$ cat src/rtl/mem_dma_master_pkg.sv
// Shared bus definitions for the 64-bit valid/ready memory bus and the DMA master FSM.
package mem_bus_defs;

  localparam int unsigned XLEN = 64;

  localparam logic [7:0] WSTRB_RD = 8'h00;
  localparam logic [7:0] WSTRB_WR = 8'hFF;

  typedef enum logic [2:0] {
    ST_IDLE,
    ST_RD_REQ,
    ST_RD_GAP,
    ST_WR_REQ,
    ST_WR_GAP,
    ST_FIN
  } dma_state_t;

endpackage

$ cat src/rtl/dma_buf.sv
// Burst staging buffer: DEPTH x W register file, one write port, one async read port.
module dma_buf #(
  parameter int unsigned DEPTH = 4,
  parameter int unsigned W     = 64,
  parameter int unsigned PTR_W = (DEPTH > 1) ? $clog2(DEPTH) : 1
) (
  input  logic             i_clk,
  input  logic             i_rst_n,
  input  logic             i_we,
  input  logic [PTR_W-1:0] i_waddr,
  input  logic [W-1:0]     i_wdata,
  input  logic [PTR_W-1:0] i_raddr,
  output logic [W-1:0]     o_rdata
);

  logic [W-1:0] r_mem [DEPTH];

  // Store one read-back doubleword per accepted read handshake.
  always_ff @(posedge i_clk or negedge i_rst_n) begin
    if (!i_rst_n) begin
      for (int unsigned i = 0; i < DEPTH; i++) begin
        r_mem[i] <= '0;
      end
    end else if (i_we) begin
      r_mem[i_waddr] <= i_wdata;
    end
  end

  assign o_rdata = r_mem[i_raddr];

endmodule

$ cat src/rtl/mem_dma_master.sv
// Memory-to-memory copy engine acting as a second initiator on the valid/ready bus.
module mem_dma_master #(
  parameter int unsigned XLEN      = mem_bus_defs::XLEN,
  parameter int unsigned BUF_DEPTH = 4,
  parameter int unsigned LEN_W     = 32
) (
  input  logic             clk,
  input  logic             resetn,
  input  logic             start,
  input  logic [XLEN-1:0]  src_addr,
  input  logic [XLEN-1:0]  dst_addr,
  input  logic [LEN_W-1:0] len_dw,
  output logic             busy,
  output logic             done,
  output logic             err,
  output logic             mem_valid,
  output logic             mem_instr,
  output logic [XLEN-1:0]  mem_addr,
  output logic [XLEN-1:0]  mem_wdata,
  output logic [7:0]       mem_wstrb,
  input  logic             mem_ready,
  input  logic [XLEN-1:0]  mem_rdata
);

  import mem_bus_defs::*;

  localparam int unsigned PTR_W = (BUF_DEPTH > 1) ? $clog2(BUF_DEPTH) : 1;
  localparam int unsigned CNT_W = $clog2(BUF_DEPTH + 1);
  localparam logic [LEN_W-1:0] DEPTH_L = LEN_W'(BUF_DEPTH);
  localparam logic [XLEN-1:0]  STEP    = XLEN'(8);

  dma_state_t       r_state, w_state_nx;
  logic [XLEN-1:0]  r_src, w_src_nx;
  logic [XLEN-1:0]  r_dst, w_dst_nx;
  logic [LEN_W-1:0] r_rem, w_rem_nx;
  logic [CNT_W-1:0] r_burst, w_burst_nx;
  logic [CNT_W-1:0] r_wcnt, w_wcnt_nx;
  logic [CNT_W-1:0] r_rcnt, w_rcnt_nx;
  logic             r_err, w_err_nx;
  logic             w_buf_we;
  logic [XLEN-1:0]  w_buf_rdata;
  logic             w_misaligned;

  // Burst length is the smaller of the buffer size and what is left to copy.
  function automatic logic [CNT_W-1:0] burst_of(input logic [LEN_W-1:0] rem);
    return (rem < DEPTH_L) ? CNT_W'(rem) : CNT_W'(BUF_DEPTH);
  endfunction

  assign w_misaligned = (|src_addr[2:0]) | (|dst_addr[2:0]);

  dma_buf #(
    .DEPTH (BUF_DEPTH),
    .W     (XLEN)
  ) u_buf (
    .i_clk   (clk),
    .i_rst_n (resetn),
    .i_we    (w_buf_we),
    .i_waddr (r_wcnt[PTR_W-1:0]),
    .i_wdata (mem_rdata),
    .i_raddr (r_rcnt[PTR_W-1:0]),
    .o_rdata (w_buf_rdata)
  );

  // State, address, length and burst-pointer registers.
  always_ff @(posedge clk or negedge resetn) begin
    if (!resetn) begin
      r_state <= ST_IDLE;
      r_src   <= '0;
      r_dst   <= '0;
      r_rem   <= '0;
      r_burst <= '0;
      r_wcnt  <= '0;
      r_rcnt  <= '0;
      r_err   <= 1'b0;
    end else begin
      r_state <= w_state_nx;
      r_src   <= w_src_nx;
      r_dst   <= w_dst_nx;
      r_rem   <= w_rem_nx;
      r_burst <= w_burst_nx;
      r_wcnt  <= w_wcnt_nx;
      r_rcnt  <= w_rcnt_nx;
      r_err   <= w_err_nx;
    end
  end

  // Next-state and bus outputs; outputs decode registered state only, so reset clears them at once.
  always_comb begin
    w_state_nx = r_state;
    w_src_nx   = r_src;
    w_dst_nx   = r_dst;
    w_rem_nx   = r_rem;
    w_burst_nx = r_burst;
    w_wcnt_nx  = r_wcnt;
    w_rcnt_nx  = r_rcnt;
    w_err_nx   = 1'b0;
    w_buf_we   = 1'b0;
    mem_valid  = 1'b0;
    mem_addr   = '0;
    mem_wdata  = '0;
    mem_wstrb  = WSTRB_RD;
    busy       = 1'b1;
    done       = 1'b0;

    case (r_state)
      ST_IDLE: begin
        busy = 1'b0;
        if (start) begin
          if (w_misaligned) begin
            w_err_nx = 1'b1;
          end else begin
            w_src_nx   = src_addr;
            w_dst_nx   = dst_addr;
            w_rem_nx   = len_dw;
            w_burst_nx = burst_of(len_dw);
            w_wcnt_nx  = '0;
            w_rcnt_nx  = '0;
            w_state_nx = (len_dw == '0) ? ST_FIN : ST_RD_REQ;
          end
        end
      end
      ST_RD_REQ: begin
        mem_valid = 1'b1;
        mem_addr  = r_src;
        if (mem_ready) begin
          w_buf_we   = 1'b1;
          w_src_nx   = r_src + STEP;
          w_wcnt_nx  = r_wcnt + 1'b1;
          w_state_nx = ST_RD_GAP;
        end
      end
      ST_RD_GAP: begin
        if (r_wcnt != r_burst) begin
          w_state_nx = ST_RD_REQ;
        end else begin
          w_rcnt_nx  = '0;
          w_state_nx = ST_WR_REQ;
        end
      end
      ST_WR_REQ: begin
        mem_valid = 1'b1;
        mem_addr  = r_dst;
        mem_wdata = w_buf_rdata;
        mem_wstrb = WSTRB_WR;
        if (mem_ready) begin
          w_dst_nx   = r_dst + STEP;
          w_rem_nx   = (r_rem != '0) ? r_rem - 1'b1 : r_rem;
          w_rcnt_nx  = r_rcnt + 1'b1;
          w_state_nx = ST_WR_GAP;
        end
      end
      ST_WR_GAP: begin
        if (r_rcnt != r_burst) begin
          w_state_nx = ST_WR_REQ;
        end else if (r_rem != '0) begin
          w_burst_nx = burst_of(r_rem);
          w_wcnt_nx  = '0;
          w_state_nx = ST_RD_REQ;
        end else begin
          w_state_nx = ST_FIN;
        end
      end
      ST_FIN: begin
        done       = 1'b1;
        w_state_nx = ST_IDLE;
      end
      default: begin
        w_state_nx = ST_IDLE;
      end
    endcase
  end

  assign err       = r_err;
  assign mem_instr = 1'b0;

endmodule
$ cat config.mk
export PLATFORM = sky130hd
export DESIGN_NAME = mem_dma_master
export DESIGN_NICKNAME = d
export VERILOG_FILES = /design/src/rtl/mem_dma_master_pkg.sv /design/src/rtl/dma_buf.sv /design/src/rtl/mem_dma_master.sv
export SDC_FILE = /design/constraint.sdc
export NUM_CORES = 1
export LEC_CHECK = 0
export CAP_MARGIN = 20
export CELL_PAD_IN_SITES_DETAIL_PLACEMENT = 1
export CELL_PAD_IN_SITES_GLOBAL_PLACEMENT = 2
export CORE_MARGIN = 3
export CORE_UTILIZATION = 35
export DETAILED_ROUTE_END_ITERATION = 6
export HOLD_SLACK_MARGIN = 0.03
export MAX_ROUTING_LAYER = met4
export PLACE_DENSITY = 0.89
export SKIP_CTS_REPAIR_TIMING = 1
export SYNTH_ARGS = -nofsm -noshare
export SYNTH_HDL_FRONTEND = slang
export SYNTH_HIERARCHICAL = 1
export SYNTH_SLANG_ARGS = --single-unit
$ cat constraint.sdc
create_clock -name clk -period 3.29 [get_ports clk]
set_input_delay 0.658 -clock clk [delete_from_list [all_inputs] [get_ports clk]]
set_output_delay 0.658 -clock clk [all_outputs]
set_load 0.03 [all_outputs]
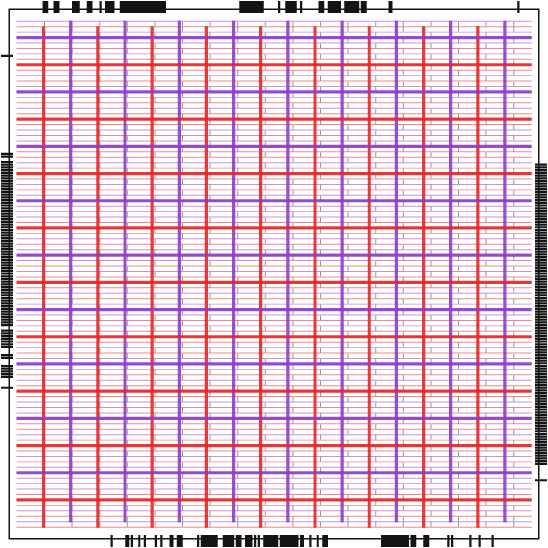
*Floorplan with the power grid, run 1*
Drawn at 2 px/µm. Pins as bars on the die edge. Tap cells in gray.
Key: red = VSS; purple = VDD
94 met1 rails follow the rows. 18 straps on met4. 369 signal pins sit on the boundary.

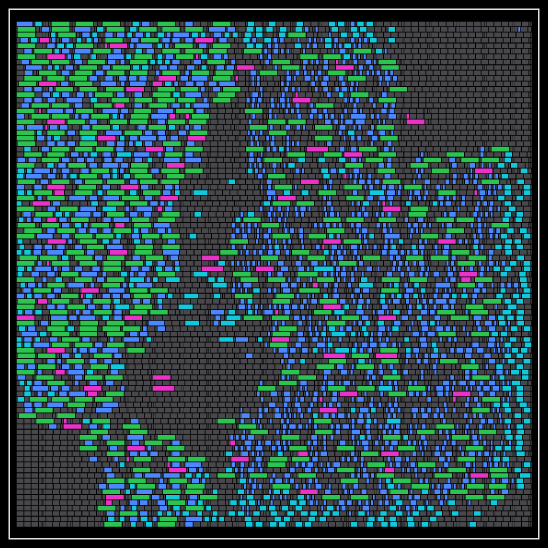
*Placed cells, one color a class, run 1*
Drawn at 2 px/µm. Fill, decap, tap and diode cells in gray.
Key: cyan = remaining buffers and delay cells [cells 450]; green = registers [cells 429]; magenta = clock drivers and dummy loads [cells 94]; blue = remaining logic cells [cells 1567]

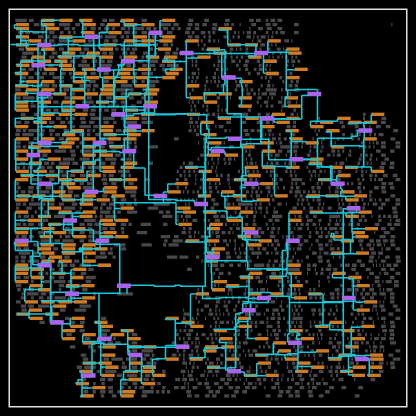
*Routed clock nets over the placement, run 1*
Drawn at 1.5 px/µm.
Key: cyan = clock wires [length 6490 µm]; orange = flip-flops [count 429]; purple = clock-net drivers [count 51]
There are 52 routed clock nets. Position of the flops: all over the die.
clock network power share: 0.210
Worst-Skew Late Latency: 630 ps
Clock Skew: 31.1 ps
P_clk: 5770 µW

==> flow_summary.yaml, run 1 <==
# yosys + openroad results
logic_synthesis:
  syn_area_per_cell_um2: 10.8
  synth-edff-count: 0
  synth_area_um2: 23300
  ys_chip_area_um2: 23300
  synth_top_cell_by_area: "dfrtp_1"
  ys_types: 78
  ys_cells: 2159
  ys_ff: 429
  common_cells: "429 x dfrtp_1, 255 x mux2_2, 191 x nor2_1, 149 x a21oi_1, 108 x nand2_1"
  synth-main-ff-cell: "dfrtp_1"
  yosysMostFrequentCell: "dfrtp_1"
  synth_seq_share: 0.461
  synth_cells: 2159
  async_flop_share: 1.00
  floorplan.nets: 2392
  synth_top_area_share: 0.461
  synthTopCellsByArea: "dfrtp_1 46%, mux2_2 12%, mux4_2 6.2%"
  ys_warn_count: 6
clock_tree:
  root_buffer: "clkbuf_16"
  cts_tree: "yes"
  path_clk_slew_ps: 60
  cts_buffers: 51
  clockBufferDepth: 3
  clock_sinks: 429
  h-tree-depth: 2
final_timing:
  rsz0062_at_grt: "no"
  worstMarginPinSlew_ps: 943
  setup_viol: 0
  final_max_slew_viol_count: 0
  hold_viol: 0
  finalClockPeriodUsage: 0.990
  slew_headroom: 0.371
  max_freq_ghz: 0.307
  tns_ps: 0
  layout_min_cycle_time_ps: 3260
grt:
  grt_use_met3: 0.0569
  grtUsageTotal: 0.252
  grt_busiest_layer: "met2"
  grtUsageMet1: 0.297
  grt_start_max_net_pins: 98
  grt_pass1_wl_um: 134000
  overflow: 0
  first_global_vias: 21505
  antenna_found_initial: 14
  grt.met2_usage: 0.433
finish:
  drive_above_1_share: 0.233
  lay_top_cells: "425 x dfrtp_1, 287 x clkdlybuf4s50_1, 255 x mux2_2"
  layout_top_cell: "dfrtp_1"
  finalNetCount: 2732
  syn_to_final_growth_pct: 27.8
routing:
  ant_nets: 0
  routedWlPerCell_um: 25.7
  first_pass_iters: 5
  totalWireLength_um: 87500
  drt-initial-drc-count: 1167
  drc: 0
  viasPerCell: 5.75
  vias: 19610
setup_path:
  critPathRequiredTime_ps: 2630
  worstRegToRegCells: 6
  cp_max_fo: 22
  cpMaxStageDelayCell: "clkdlybuf4s50_1"
  crit_start: "r_state[1]$_DFFE_PN0P_"
  rr_startpoint: "r_rem[23]$_DFFE_PN0P_"
  cp_top_family: "buffers and inverters"
  critPathMaxStageDelay_ps: 750
  r2r-end: "r_rem[25]$_DFFE_PN0P_"
  cp_num_cells: 4
  worst-setup-path-type: "flop to output pin"
  crit_chain: "buf_12, mux2i_1, nor2_1, clkdlybuf4s50_1"
  crit_buf_inv: 2
  reg2reg_slack_ps: 130
  critPathLaunchType: "flop"
  cp.arrival_ps: 2600
  endpoint_kind: "output pin"
min_path:
  hp-class: "primary input to asynchronous set/reset pin"
power_and_ir_drop:
  p_per_area_nw_per_um2: 925
  peakVddDrop_mv: 0.557
  power_uw: 27500
  p_leak_uw: 0.0121
floorplanning:
  core_area_um2: 65200
  fp_util: 0.358
  chipWidth_um: 264
  die_area_um2: 69700
  die_h_um: 264
  pin_count: 369
  num_rows: 93
placed_design:
  gp_congestion: 0.910
  dp_hpwl_um: 61600
  io_buffers: 367
job:
  cap_violations: 0
  tool_warnings: 26
status:
  status: "finished clean"
[run 1: per-stage QoR]
step	instances	util	hold slack, ps	setup slack [ps]	cell area, µm²
floorplan	2159	-	362	433	23300
global placement	3293	0.428	462	140	27900
CTS	3387	0.455	31.5	-141	29600
detailed placement	3293	0.428	477	117	27900
global route	3409	0.457	55.8	1.32	29800
finish	3409	0.457	21.3	32.9	29800
[run 1: worst max-delay path by stage]
stage                            endpoint  slack, ps
finish                       mem_addr[19]         30
global route                 mem_addr[32]          1
CTS                          mem_addr[48]       -140
detailed placement  r_rem[25]$_DFFE_PN0P_        120
global placement     r_rem[4]$_DFFE_PN0P_        140
floorplan                   mem_wdata[54]        430
[run 1: cell families (layout without fill, tap and decap cells)]
logic type	after synthesis	after routing	synth area share
buf+inv	182	563	0.0413
xor+xnor	7	7	0.00263
mux	393	393	0.217
compound gates	467	467	0.127
fa+ha+maj	5	5	0.00268
flops	429	429	0.461
other cells	1	15	0.000161
simple gates	675	675	0.148
[run 1: layer usage]
layer	share of wire	wire (µm)
met1	0.40	35000
met2	0.51	44600
met3	0.061	5310
met4	0.029	2540
met5	0	0
[run 1: flip-flops by register name, indices dropped and copies added, names as in the netlist]
name and count:
r_state 3, u_buf/r_mem 256, r_wcnt 3, err 1, r_dst 64, r_burst 3
r_rcnt 3, r_src 64, r_rem 32
[run 1: report_power, final]
group,switching [µW],internal [µW],total (µW)
Combinational,6130,5410,11500
Clock,2440,3330,5770
Sequential,2480,7730,10200
[run 1: layout make-up]
type,instances,area (µm²)
clock buffer,79,1500
fill,7039,35400
multi-input combinational,1548,11700
timing repair buffer,450,4450
clock inverter,15,215
antenna,14,35.0
tap,855,1070
inverter,19,76.3
sequential,429,10700
## Run 2: what changed since run 1
Settings changed: CTS_CLUSTER_DIAMETER set to 40.
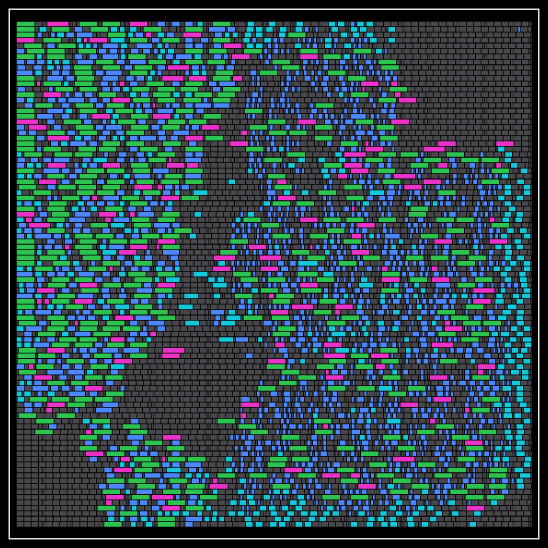
*Placed cells, one color a class, run 2*
Drawn at 2 px/µm. Fill, decap, tap and diode cells in gray.
Key: blue = remaining logic cells [cells 1567]; green = registers [cells 429]; cyan = remaining buffers and delay cells [cells 450]; magenta = clock drivers and dummy loads [cells 158]

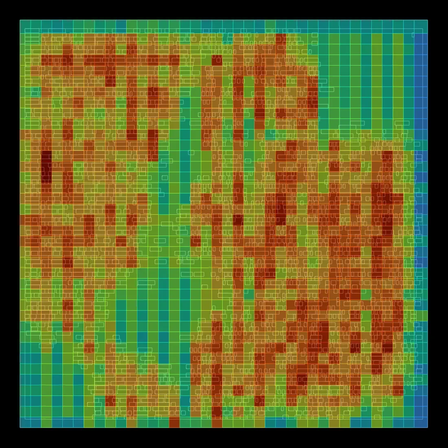
*Congestion heat map, run 2*
final core occ: 0.479
layer with the highest usage: met2
met1 Track Usage GR: 0.304

==> run 2 against run 1 <==
Against the previous run:
- global-route usage grew 1.4 points
- largest cell class unchanged
- total power up 14%
- via count rose by 2.7%
- clock power up 63%
- sequential power barely moved
- critical endpoint is now mem_addr[46]
- core utilization up 2.2 points
- clock skew grew 14 ps
- synthesized cell count is the same
- die area did not move
- critical path depth grew 1
==> flow_summary.yaml, run 2 <==
# yosys + openroad results
logic_synthesis:
  fa_ha_area_frac: 0.00268
  synth-edff-count: 0
  yosysMostFrequentCell: "dfrtp_1"
  floorplan.nets: 2392
  ys_warn_count: 6
  logic_family: "multiplexers"
  ys_types: 78
  synth_area_um2: 23300
  synth_top_cell_by_area: "dfrtp_1"
  ys_cells: 2159
  ys_chip_area_um2: 23300
  synth_seq_share: 0.461
  async_flop_share: 1.00
  synth-xor-area-share: 0.00263
  yosys.area_share.aoi: 0.127
  ys_sh_mux: 0.217
  synthTopCellsByArea: "dfrtp_1 46%, mux2_2 12%, mux4_2 6.2%"
  syn_area_per_cell_um2: 10.8
  synth-main-ff-cell: "dfrtp_1"
  synth_top_area_share: 0.461
  common_cells: "429 x dfrtp_1, 255 x mux2_2, 191 x nor2_1, 149 x a21oi_1, 108 x nand2_1"
  ys_ff: 429
  synth.cellmix.simpleShare: 0.148
  synth_cells: 2159
setup_path:
  cp.arrival_ps: 2550
  critPathRequiredTime_ps: 2630
  cp_max_fo: 14
  critPathLaunchType: "flop"
  endpoint_kind: "output pin"
  worst-setup-path-type: "flop to output pin"
final_timing:
  hold_viol: 0
  finalWorstSetupSlack_ps: 77.7
  tns_ps: 0
  setup_viol: 0
  worstMarginPinSlew_ps: 936
  max_freq_ghz: 0.311
  layout_min_cycle_time_ps: 3210
  final_max_slew_viol_count: 0
  slew_headroom: 0.376
  rsz0062_at_grt: "no"
  skew_ps: 44.8
  finalClockPeriodUsage: 0.976
floorplanning:
  pin_count: 369
  num_rows: 93
  core_area_um2: 65200
  fp_util: 0.358
  die_area_um2: 69700
  die_h_um: 264
  chipWidth_um: 264
grt:
  grt_start_max_net_pins: 98
  overflow: 0
  grt.met2_usage: 0.454
  grt_use_met3: 0.0644
  antenna_found_initial: 12
  first_global_vias: 22128
  grtUsageTotal: 0.266
  grt_pass1_wl_um: 140000
clock_tree:
  cts_tree: "yes"
  clockBufferDepth: 3
  clock_sinks: 429
  root_buffer: "clkbuf_16"
  path_clk_slew_ps: 50
  cts_buffers: 85
  h-tree-depth: 3
  clock_latency_ps: 670
finish:
  largest-register: "u_buf/r_mem"
  lay_top_cells: "425 x dfrtp_1, 279 x clkdlybuf4s50_1, 255 x mux2_2"
  finalNetCount: 2766
  seq_area_um2: 10700
  fillerInstances: 6881
  layout_top_cell: "dfrtp_1"
  largestRegisters: "u_buf/r_mem x256, r_dst x64, r_src x64"
  syn_to_final_growth_pct: 33.9
  mi_logic_area_um2: 11700
  largest_register_ffs: 256
  drive_above_1_share: 0.256
routing:
  first_pass_iters: 5
  vias: 20147
  routedWlPerCell_um: 26.5
  totalWireLength_um: 92100
  drt-initial-drc-count: 1333
  drt-met1-wl_um: 35500
  wl_met3_um: 6300
  viasPerCell: 5.80
  ant_nets: 0
  drc: 0
  wl_met2_um: 47000
  highest-signal-layer: "met4"
placed_design:
  dp_worst_setup_slack_ps: 117
  dp_hpwl_um: 61600
  io_buffers: 367
  gp_congestion: 0.910
power_and_ir_drop:
  p_per_area_nw_per_um2: 1010
  peakVddDrop_mv: 0.633
  p_leak_uw: 0.0129
job:
  cap_violations: 0
  tool_warnings: 26
min_path:
  hp-class: "flop to flop"
status:
  status: "finished clean"
-- run 2: power breakdown --
part           switching [µW]  internal, µW  leakage, µW
sequential               2610          7740      0.00518
combinational            6260          5410      0.00620
clock                    3360          6070      0.00148
total                   12200         19200       0.0129
-- run 2: path summary, 6_finish.rpt --
path	startpoint	endpoint	slack (ps)	depth (start not counted)
worst max-delay path	r_state[1]$_DFFE_PN0P_	mem_addr[46]	80	5
worst min-delay path	u_buf/r_mem[253]$_DFFE_PN0P_	u_buf/r_mem[253]$_DFFE_PN0P_	490	1
worst max register to register	r_rem[23]$_DFFE_PN0P_	r_rem[25]$_DFFE_PN0P_	160	6
worst min register to register	u_buf/r_mem[253]$_DFFE_PN0P_	u_buf/r_mem[253]$_DFFE_PN0P_	490	1
max in group asynchronous	resetn	r_dst[54]$_DFFE_PN0P_	1710	3
min in group asynchronous	resetn	r_src[22]$_DFFE_PN0P_	620	2
-- run 2: layout make-up --
type,instances,area share
clock inverter,61,0.0281
timing repair buffer,450,0.143
sequential,429,0.344
antenna,12,0.000962
inverter,19,0.00245
tap,855,0.0343
multi-input combinational,1548,0.374
clock buffer,97,0.0725
-- run 2: stage by stage --
stage,instances,total power [µW],area (µm²),hold slack (ps)
6_report,3471,31400,31200,494
5_1_grt,3470,32900,31200,510
4_1_cts,3451,31500,31000,14.7
3_5_place_dp,3293,21500,27900,477
3_3_place_gp,3293,20800,27900,462
2_1_floorplan,2159,17000,23300,362
-- run 2: logic make-up after synthesis --
family          after synthesis
flops                       429
other cells                   1
fa+ha+maj                     5
simple gates                675
mux                         393
compound gates              467
xor+xnor                      7
buf+inv                     182
-- run 2: worst max-delay path, stage by stage (launching register included) --
cell	delay (ps)
dfrtp_4	570
buf_4	170
buf_8	150
mux2i_1	140
nor2_1	160
clkdlybuf4s50_1	720
Power and IR drop assume default switching activity.
